`config.mk`:
```
export PLATFORM = sky130hd
export DESIGN_NAME = pe_stream_arbiter_flat
export DESIGN_NICKNAME = d
export VERILOG_FILES = /design/src/rtl/pe_stream_arbiter_if.sv /design/src/rtl/pe_stream_arbiter.sv /design/src/flat_wrapper.sv
export SDC_FILE = /design/constraint.sdc
export NUM_CORES = 1
export LEC_CHECK = 0
export CAP_MARGIN = 20
export CORE_ASPECT_RATIO = 1.5
export CORE_MARGIN = 1.5
export CORE_UTILIZATION = 26
export CTS_BUF_LIST = sky130_fd_sc_hd__clkbuf_16
export DETAILED_ROUTE_END_ITERATION = 7
export HOLD_SLACK_MARGIN = 0.12
export PLACE_DENSITY = 0.54
export SETUP_SLACK_MARGIN = 0.02
export SKIP_CTS_REPAIR_TIMING = 1
export SLEW_MARGIN = 0
export SYNTH_ARGS = -nofsm -noshare
export SYNTH_HDL_FRONTEND = slang
export SYNTH_SLANG_ARGS = --single-unit
export TNS_END_PERCENT = 5
```
`constraint.sdc`:
```
create_clock -name clk -period 2.89 [get_ports clk]
set_input_delay 0.578 -clock clk [delete_from_list [all_inputs] [get_ports clk]]
set_output_delay 0.578 -clock clk [all_outputs]
set_load 0.05 [all_outputs]
```
`src/rtl/pe_stream_arbiter_if.sv`:
```
// Bundle between the PE array, the shared DRAM stream port and pe_stream_arbiter.
// The master side drives requests and DRAM handshakes; the slave side is the arbiter.
interface pe_stream_arbiter_if #(
    parameter int NUM_PE = 4,
    parameter int ADDR_W = 16,
    parameter int LEN_W  = 10
);
    localparam int PE_W = (NUM_PE > 1) ? $clog2(NUM_PE) : 1;

    logic [NUM_PE-1:0]        req_valid;
    logic [NUM_PE-1:0]        req_filter;
    logic [NUM_PE*ADDR_W-1:0] req_addr;
    logic [NUM_PE*LEN_W-1:0]  req_len;
    logic [NUM_PE-1:0]        gnt;
    logic                     dram_req_valid;
    logic                     dram_req_ready;
    logic [ADDR_W-1:0]        dram_req_addr;
    logic [LEN_W-1:0]         dram_req_len;
    logic                     dram_rsp_valid;
    logic [PE_W-1:0]          rsp_pe;
    logic [NUM_PE-1:0]        stream_input_finish;
    logic [NUM_PE-1:0]        stream_filter_finish;
    logic                     busy;

    modport master (
        output req_valid, req_filter, req_addr, req_len,
        output dram_req_ready, dram_rsp_valid,
        input  gnt, dram_req_valid, dram_req_addr, dram_req_len,
        input  rsp_pe, stream_input_finish, stream_filter_finish, busy
    );

    modport slave (
        input  req_valid, req_filter, req_addr, req_len,
        input  dram_req_ready, dram_rsp_valid,
        output gnt, dram_req_valid, dram_req_addr, dram_req_len,
        output rsp_pe, stream_input_finish, stream_filter_finish, busy
    );
endinterface

```
`src/rtl/pe_stream_arbiter.sv`:
```
// Round-robin arbiter granting one PE at a time the shared DRAM burst/stream port.
// Define FILTER_PRIORITY_EN to arbitrate among filter requests first whenever any is pending.
module pe_stream_arbiter #(
    parameter int NUM_PE = 4,
    parameter int ADDR_W = 16,
    parameter int LEN_W  = 10
) (
    input  logic               clk,
    input  logic               rst,
    pe_stream_arbiter_if.slave bus
);
    localparam int PE_W = (NUM_PE > 1) ? $clog2(NUM_PE) : 1;

    localparam logic [1:0] S_IDLE   = 2'd0;
    localparam logic [1:0] S_ISSUE  = 2'd1;
    localparam logic [1:0] S_STREAM = 2'd2;
    localparam logic [1:0] S_FINISH = 2'd3;

    logic [1:0]        state_q,  state_d;
    logic [PE_W-1:0]   rr_ptr_q, rr_ptr_d;
    logic [PE_W-1:0]   idx_q,    idx_d;
    logic [ADDR_W-1:0] addr_q,   addr_d;
    logic [LEN_W-1:0]  len_q,    len_d;
    logic [LEN_W-1:0]  cnt_q,    cnt_d;
    logic              filt_q,   filt_d;

    logic [NUM_PE-1:0] cand;
    logic              any_req;
    logic [PE_W:0]     rr_sum;
    logic [PE_W-1:0]   win;
    logic              grant;
    logic [NUM_PE-1:0] gnt_vec;
    logic [NUM_PE-1:0] fin_vec;
    logic [LEN_W-1:0]  cnt_inc;
    logic [PE_W-1:0]   idx_next;

`ifdef FILTER_PRIORITY_EN
    // Filter requests shadow input requests; inputs compete only when no filter is pending.
    always_comb begin
        cand = bus.req_valid & bus.req_filter;
        if (cand == '0)
            cand = bus.req_valid;
    end
`else
    assign cand = bus.req_valid;
`endif

    assign any_req = |cand;

    // Scan from the far end back toward rr_ptr so the candidate closest to the pointer wins.
    always_comb begin
        win    = '0;
        rr_sum = '0;
        for (int k = NUM_PE - 1; k >= 0; k--) begin
            rr_sum = {1'b0, rr_ptr_q} + (PE_W+1)'(k);
            if (rr_sum >= (PE_W+1)'(NUM_PE))
                rr_sum = rr_sum - (PE_W+1)'(NUM_PE);
            if (cand[rr_sum[PE_W-1:0]])
                win = rr_sum[PE_W-1:0];
        end
    end

    assign grant    = (state_q == S_IDLE) && any_req && !rst;
    assign cnt_inc  = cnt_q + LEN_W'(1);
    assign idx_next = (idx_q == PE_W'(NUM_PE - 1)) ? '0 : idx_q + PE_W'(1);

    always_comb begin
        state_d  = state_q;
        rr_ptr_d = rr_ptr_q;
        idx_d    = idx_q;
        addr_d   = addr_q;
        len_d    = len_q;
        cnt_d    = cnt_q;
        filt_d   = filt_q;
        case (state_q)
            S_IDLE: begin
                if (any_req) begin
                    state_d = S_ISSUE;
                    idx_d   = win;
                    addr_d  = bus.req_addr[win*ADDR_W +: ADDR_W];
                    len_d   = bus.req_len[win*LEN_W +: LEN_W];
                    filt_d  = bus.req_filter[win];
                    cnt_d   = '0;
                end
            end
            S_ISSUE: begin
                if (len_q == '0)
                    state_d = S_FINISH;
                else if (bus.dram_req_ready)
                    state_d = S_STREAM;
            end
            S_STREAM: begin
                if (bus.dram_rsp_valid) begin
                    cnt_d = cnt_inc;
                    if (cnt_inc == len_q)
                        state_d = S_FINISH;
                end
            end
            S_FINISH: begin
                state_d  = S_IDLE;
                rr_ptr_d = idx_next;
            end
            default: state_d = S_IDLE;
        endcase
    end

    always_ff @(posedge clk) begin
        if (rst) begin
            state_q  <= S_IDLE;
            rr_ptr_q <= '0;
            idx_q    <= '0;
            addr_q   <= '0;
            len_q    <= '0;
            cnt_q    <= '0;
            filt_q   <= 1'b0;
        end else begin
            state_q  <= state_d;
            rr_ptr_q <= rr_ptr_d;
            idx_q    <= idx_d;
            addr_q   <= addr_d;
            len_q    <= len_d;
            cnt_q    <= cnt_d;
            filt_q   <= filt_d;
        end
    end

    always_comb begin
        gnt_vec = '0;
        if (grant)
            gnt_vec[win] = 1'b1;
    end

    always_comb begin
        fin_vec = '0;
        if (state_q == S_FINISH)
            fin_vec[idx_q] = 1'b1;
    end

    assign bus.gnt                  = gnt_vec;
    assign bus.dram_req_valid       = (state_q == S_ISSUE) && (len_q != '0);
    assign bus.dram_req_addr        = addr_q;
    assign bus.dram_req_len         = len_q;
    assign bus.rsp_pe               = idx_q;
    assign bus.stream_filter_finish = filt_q ? fin_vec : '0;
    assign bus.stream_input_finish  = filt_q ? '0 : fin_vec;
    assign bus.busy                 = (state_q != S_IDLE);

    a_gnt_onehot: assert property (@(posedge clk) disable iff (rst)
        $onehot0(bus.gnt));
    a_fin_onehot: assert property (@(posedge clk) disable iff (rst)
        $onehot0(bus.stream_filter_finish | bus.stream_input_finish));
    a_req_stable: assert property (@(posedge clk) disable iff (rst)
        bus.dram_req_valid && !bus.dram_req_ready |=>
        bus.dram_req_valid && $stable(bus.dram_req_addr) && $stable(bus.dram_req_len));
endmodule

```
`src/flat_wrapper.sv`:
```
// flat-port wrapper written by rule: the top's interface ports become plain ports
module pe_stream_arbiter_flat 
#(
    parameter int NUM_PE = 4,
    parameter int ADDR_W = 16,
    parameter int LEN_W  = 10
)
  (clk, rst, bus_req_valid, bus_req_filter, bus_req_addr, bus_req_len, bus_dram_req_ready, bus_dram_rsp_valid, bus_gnt, bus_dram_req_valid, bus_dram_req_addr, bus_dram_req_len, bus_rsp_pe, bus_stream_input_finish, bus_stream_filter_finish, bus_busy);
  pe_stream_arbiter_if #(.NUM_PE(NUM_PE), .ADDR_W(ADDR_W), .LEN_W(LEN_W)) bus_i ();
  input  logic clk;
  input  logic rst;
  input wire logic [$bits(bus_i.req_valid)-1:0] bus_req_valid;
  input wire logic [$bits(bus_i.req_filter)-1:0] bus_req_filter;
  input wire logic [$bits(bus_i.req_addr)-1:0] bus_req_addr;
  input wire logic [$bits(bus_i.req_len)-1:0] bus_req_len;
  input wire logic [$bits(bus_i.dram_req_ready)-1:0] bus_dram_req_ready;
  input wire logic [$bits(bus_i.dram_rsp_valid)-1:0] bus_dram_rsp_valid;
  output wire logic [$bits(bus_i.gnt)-1:0] bus_gnt;
  output wire logic [$bits(bus_i.dram_req_valid)-1:0] bus_dram_req_valid;
  output wire logic [$bits(bus_i.dram_req_addr)-1:0] bus_dram_req_addr;
  output wire logic [$bits(bus_i.dram_req_len)-1:0] bus_dram_req_len;
  output wire logic [$bits(bus_i.rsp_pe)-1:0] bus_rsp_pe;
  output wire logic [$bits(bus_i.stream_input_finish)-1:0] bus_stream_input_finish;
  output wire logic [$bits(bus_i.stream_filter_finish)-1:0] bus_stream_filter_finish;
  output wire logic [$bits(bus_i.busy)-1:0] bus_busy;
  assign bus_i.req_valid = bus_req_valid;
  assign bus_i.req_filter = bus_req_filter;
  assign bus_i.req_addr = bus_req_addr;
  assign bus_i.req_len = bus_req_len;
  assign bus_i.dram_req_ready = bus_dram_req_ready;
  assign bus_i.dram_rsp_valid = bus_dram_rsp_valid;
  assign bus_gnt = bus_i.gnt;
  assign bus_dram_req_valid = bus_i.dram_req_valid;
  assign bus_dram_req_addr = bus_i.dram_req_addr;
  assign bus_dram_req_len = bus_i.dram_req_len;
  assign bus_rsp_pe = bus_i.rsp_pe;
  assign bus_stream_input_finish = bus_i.stream_input_finish;
  assign bus_stream_filter_finish = bus_i.stream_filter_finish;
  assign bus_busy = bus_i.busy;
  pe_stream_arbiter #(.NUM_PE(NUM_PE), .ADDR_W(ADDR_W), .LEN_W(LEN_W)) u_core (.clk(clk), .rst(rst), .bus(bus_i));
endmodule
```
==> summary.txt <==
Notes on the flow run.

- After layout, the setup clock skew is reported as 3.240 ps.
- As logged by OpenROAD, the buffers inserted on ports number around 160.
- Entering global routing, the biggest net connects 47 pins.
- For reference, simple AND, OR, NAND and NOR cells occupy 23.34% of the area reported after synthesis.
- The run finished with clean final reports.
- Recorded from the global router log, the overflow total was 0.
- The core region area is 12080 um2, for reference.
- The routed design could run at a clock period as short as 2804 ps.
- The most common logic cell in the routed design is sky130_fd_sc_hd__clkdlybuf4s50_1, for reference.
- In this run the worst setup path begins at bus_req_valid[1].
- The design draws 3.585 mW.
- In the layout the commonest cells are 152 x sky130_fd_sc_hd__clkdlybuf4s50_1, 87 x sky130_fd_sc_hd__nand2_1, 43 x sky130_fd_sc_hd__dfxtp_1.
- The class of the tightest hold or removal check is reg2reg, for reference.
- The number of CTS-inserted buffers is 5, for reference.
- TritonRoute reported its final design rule violation total as 0.
- The Yosys warning count is 0, for reference.
- The main combinational cell family by area after synthesis is AND-OR/OR-AND gates, for reference.
- STA classifies the critical path endpoint as an output port.
- The layout has 1233 filler cells.
- STA classifies the critical path startpoint as an input pin.
- Summing every instance area after synthesis gives 3248 um2.
- The largest vdd supply drop is 0.0003028 V, for reference.
- Clock-pin slew was measured on the worst setup and hold paths at 60 ps.
- The logic area is 2122 um2, for reference.
- Relative to the synthesized area, the layout overhead comes to 60.40%.
- Before placement the cells fill 26.89% of the core.
- The portion of synthesized area spent on multiplexers is under 10%.
- Per the finish-stage timing summary, setup violations number 0.
- The number of antenna violations at the first check in global routing came to 0.
- Row generation in the floorplan step produced 49 rows.
- The net count after synthesis is 585, for reference.
- In the final design database the tool counted 731 nets.
- The first global-routing pass estimated between 15 and 20 mm of wire.
- The tool warning count is 35, for reference.
- Per the synthesis report, the number of distinct cell types is ~50.
- The synthesis report lists the most area-consuming cells as sky130_fd_sc_hd__dfxtp_1 27%, sky130_fd_sc_hd__nand2_1 10%, sky130_fd_sc_hd__a311o_1 8.3%, sky130_fd_sc_hd__a21oi_1 6.3%, sky130_fd_sc_hd__a211oi_1 6.2%.
- The arithmetic-cell share of the synthesized area counting full adders, half adders and majority gates is just under 4%, for reference.
- Sequential cells were found to cover 26.50% of the synthesized design area.
- The area of all sequential standard cells is 860.8 um2, for reference.
- The chip width is 94.26 um, for reference.
- The peak clock frequency supported by timing is 356.7 MHz, for reference.
- The classification of the worst setup path is in2out, for reference.
- The startpoint of the most critical register-to-register path is u_core.cnt_q[0]$_SDFFE_PP0P_, for reference.
- The final timing report lists a hold violation count of 0.
- The number of search-and-repair iterations in the first detailed-routing pass is 4, for reference.
- At the worst endpoint, the arrival time is 2230 ps.
- The worst path meets setup with 86.44 ps of slack.
- The number of synthesized register bits is 43, for reference.
- Detailed-route iteration 0 reported a violation count of 178.
- Final hold analysis gives a worst-case slack of between 400 and 500 ps.
- Setup repair after global routing could not meet its margin everywhere.
- The wire-length estimate of the detail-placed layout is 9.455 mm.
- The clock tree synthesis step divided the H-tree into 2 levels.
- The tool flagged a number of max-cap violations equal to 0.
- For the final routed database, the setup TNS stands at 0 ps.
- According to the timing report, the data required time at the worst endpoint equals 2310 ps.
- The repair_antennas step left the layout with diodes totalling 0.
- The chip footprint is 13190 um2, for reference.
- After routing the design area is 5210 um2.
- 158 I/O pins were placed.
- The biggest fanout along the worst timing path is 5, for reference.
- The CTS log lists the clock sinks for this run as approximately 43.
- The number of global-route vias before repair is between 3000 and 4000, for reference.
- The worst setup timing slack at the placement stage is 41.40 ps, for reference.
- The clock passes through at most 2 buffers.
- The analysis attributes to cell leakage a power of 1.985 nW.
- The instance tally after logic synthesis is 459, for reference.
- The cell at the root of the clock tree is sky130_fd_sc_hd__clkbuf_16, for reference.
- The area fraction in compound gates is 32.13%, for reference.
- The transition time at the pin with the least slew margin is 544.4 ps, for reference.
- The detail route stage leaves a number of antenna-violating nets equal to 0.
- The cell count listed in synth_stat.txt is between 400 and 500, for reference.
- OpenROAD reports that the post-layout worst path occupies 97.01% of the period.
- The die is 139.9 um tall.
- Dividing the detail-routed via count by the number of cells gives 5.165.
- The final max-slew violation count is 0, for reference.
- The placement stage leaves a total instance area of 5064 um2.
- The post-synthesis share of cell area spent on xor and xnor gates is 2.696%, for reference.
- Clock latency on the worst-skew pair, taken at its later pin, is 290 ps.
- The biggest area contributor in the post-synthesis netlist is sky130_fd_sc_hd__dfxtp_1.
- For this design the ratio of total power to cell area is 688.0 nW/um2.
- The chip area line in the Yosys stat output reads 3248 um2.
- Per the synthesis report, the single largest cell type by area occupies 26.50% of cell area.
- The average instance area after synthesis is 7.077 um2, for reference.
- The fraction of final layout cells sized beyond drive strength 1 is 8.251%, for reference.
- The final estimated routing congestion in global placement is 0.8365, for reference.
- The max-slew headroom at the worst pin is a little under two thirds, for reference.
- TritonCTS built the clock tree.
- The critical hold path startpoint is u_core.bus.dram_req_addr[10]$_SDFFE_PP0P_, for reference.
## cells by family after synthesis
family                     Yosys count
AOI/OAI and AO/OA                  150
muxes                                6
buffers and inverters               76
xor gates and xnor gates            10
DFF                                 43
adders and majority gates           10
and+or+nand+nor                    164
## area by class of cell
type | instances | share of cell area, %
Clock buffer | 5 | 2.402
Clock inverter | 3 | 0.2402
Inverter | 35 | 2.522
Multi-Input combinational cell | 340 | 40.73
Sequential cell | 43 | 16.52
Tap cell | 153 | 3.674
Timing Repair Buffer | 180 | 33.91
## synth_stat cells, drive strengths merged
library cell,number
a31oi,29
dfxtp,43
ha,10
a2111oi,1
xor2,2
nor2b,6
or2b,2
nand4,2
inv,35
mux2,1
nand2b,3
or2,1
nor3b,1
o21ai,12
or3,1
buf,11
a21boi,1
a211o,3
a21o,1
nand2,88
o31ai,1
a311oi,2
and2,5
o22ai,1
xnor2,8
a311o,27
mux2i,5
nor2,24
nand3,6
a21oi,41
nor4,8
and3,10
o41ai,1
clkbuf,30
o211ai,1
and4,1
nor3,6
o21bai,1
a211oi,27
a21bo,1
## per-stage QoR
stage	cells	util, %
4_1_cts	759	43.06
3_3_place_gp	751	41.92
5_1_grt	759	43.14
2_1_floorplan	459	-
6_report	759	43.14
3_5_place_dp	751	41.92
## critical path: stages
cell and delay, ps:
sky130_fd_sc_hd__clkdlybuf4s50_1 550, sky130_fd_sc_hd__a21o_1 100, sky130_fd_sc_hd__a21boi_0 80, sky130_fd_sc_hd__buf_4 150, sky130_fd_sc_hd__o22ai_4 230, sky130_fd_sc_hd__buf_4 170
sky130_fd_sc_hd__and3_1 150, sky130_fd_sc_hd__buf_4 200
## state kept, by name, indices dropped and copies added (netlist names)
| name | count |
|---|---|
| u_core.bus.dram_req_addr | 16 |
| u_core.state_q | 2 |
| u_core.bus.dram_req_len | 10 |
| u_core.cnt_q | 10 |
| u_core.filt_q | 1 |
| u_core.rr_ptr_q | 2 |
| u_core.bus.rsp_pe | 2 |
## power breakdown
part / internal [mW] / total [mW] / switching, mW
Sequential: 0.728 / 0.869 / 0.141
Clock: 0.313 / 0.553 / 0.240
Combinational: 0.877 / 2.16 / 1.29
Total: 1.92 / 3.58 / 1.67
## per-layer routing
metal	global-route usage (%)	part of all wire [%]	up-vias
met5	0	0	-
met4	5.734	1.8	0
met3	3.203	4.7	18
met2	35.48	54	126
met1	21.29	40	1843
li1	-	-	1933
## final timing paths
| check | end | slack, ps | depth (start not counted) |
|---|---|---|---|
| setup / recovery | bus_gnt[0] | 90 | 8 |
| hold / removal | u_core.bus.dram_req_addr[10]$_SDFFE_PP0P_ | 460 | 2 |
| hold reg to reg | u_core.bus.dram_req_addr[10]$_SDFFE_PP0P_ | 460 | 2 |
| setup reg to reg | u_core.state_q[0]$_SDFFE_PP0P_ | 510 | 7 |
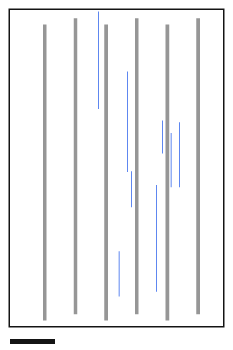
Fig. 1. Met4 routing.
Scale bar: 20 um. Supply wires on this layer in grey.
The wires run mostly vertical. 7 nets have wire on it. The layer holds 1.8% of the routed length. The layer carries 236 um of wire. The longest straight run is 46.9 um.
total number of vias: 3920
Routed Wire Length: 12.73 mm

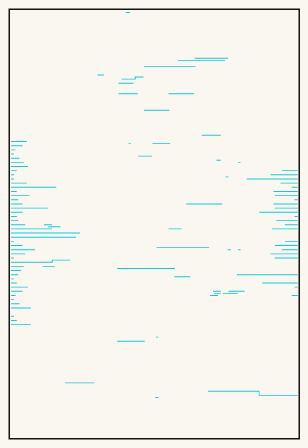
Fig. 2. Signal wires on met3.
The longest straight run is 22.3 um. The layer holds 4.8% of the routed length. The wires run mostly horizontal. 93 nets have wire on it. The layer carries 605 um of wire.
GRT met3 Usage: 3.203%

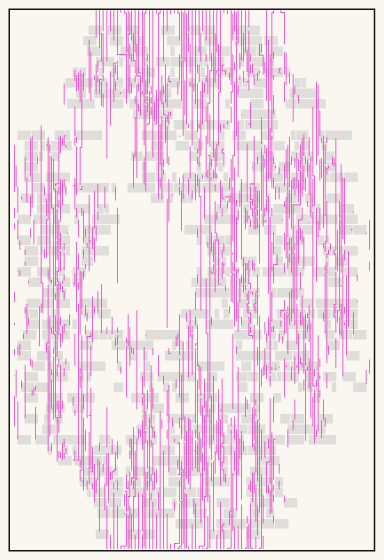
Fig. 3. Metal 2.
The longest straight run is 62.9 um. The layer carries 6860 um of wire. 591 nets have wire on it. The wires run mostly vertical. The layer holds 54% of the routed length.
global routing usage on met2: 35.48%

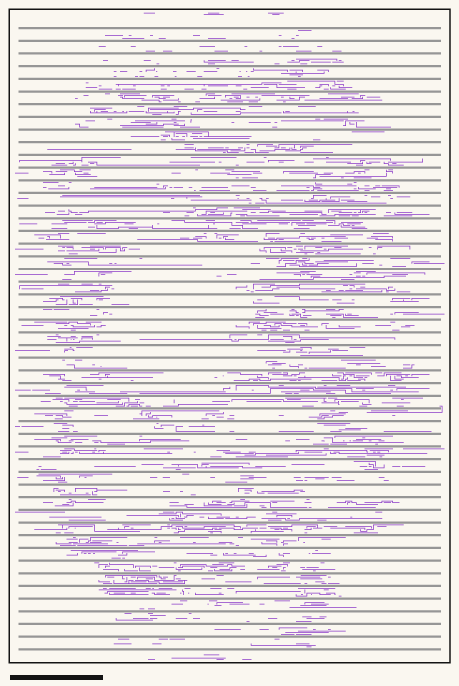
Fig. 4. Met1 routing.
Scale bar: 20 um. Supply wires on this layer in grey.
The wires run mostly horizontal. The layer holds 40% of the routed length. 638 nets have wire on it. The layer carries 5040 um of wire. The longest straight run is 31.3 um.
met1 track utilization from global routing: 21.29%

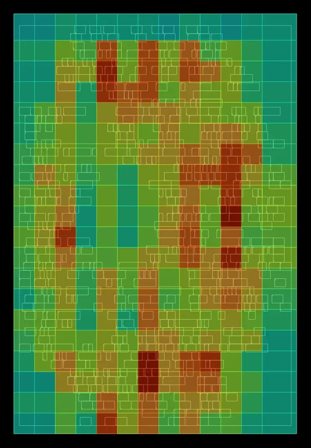
Fig. 5. Routing congestion.
average detailed-routed wire length per instance: 16.78 um
Core Util, Final: 43.14%
All-Layer GR Usage: 18.96%
GRT busiest layer: met2

Power is estimated from default activity; no workload was simulated.
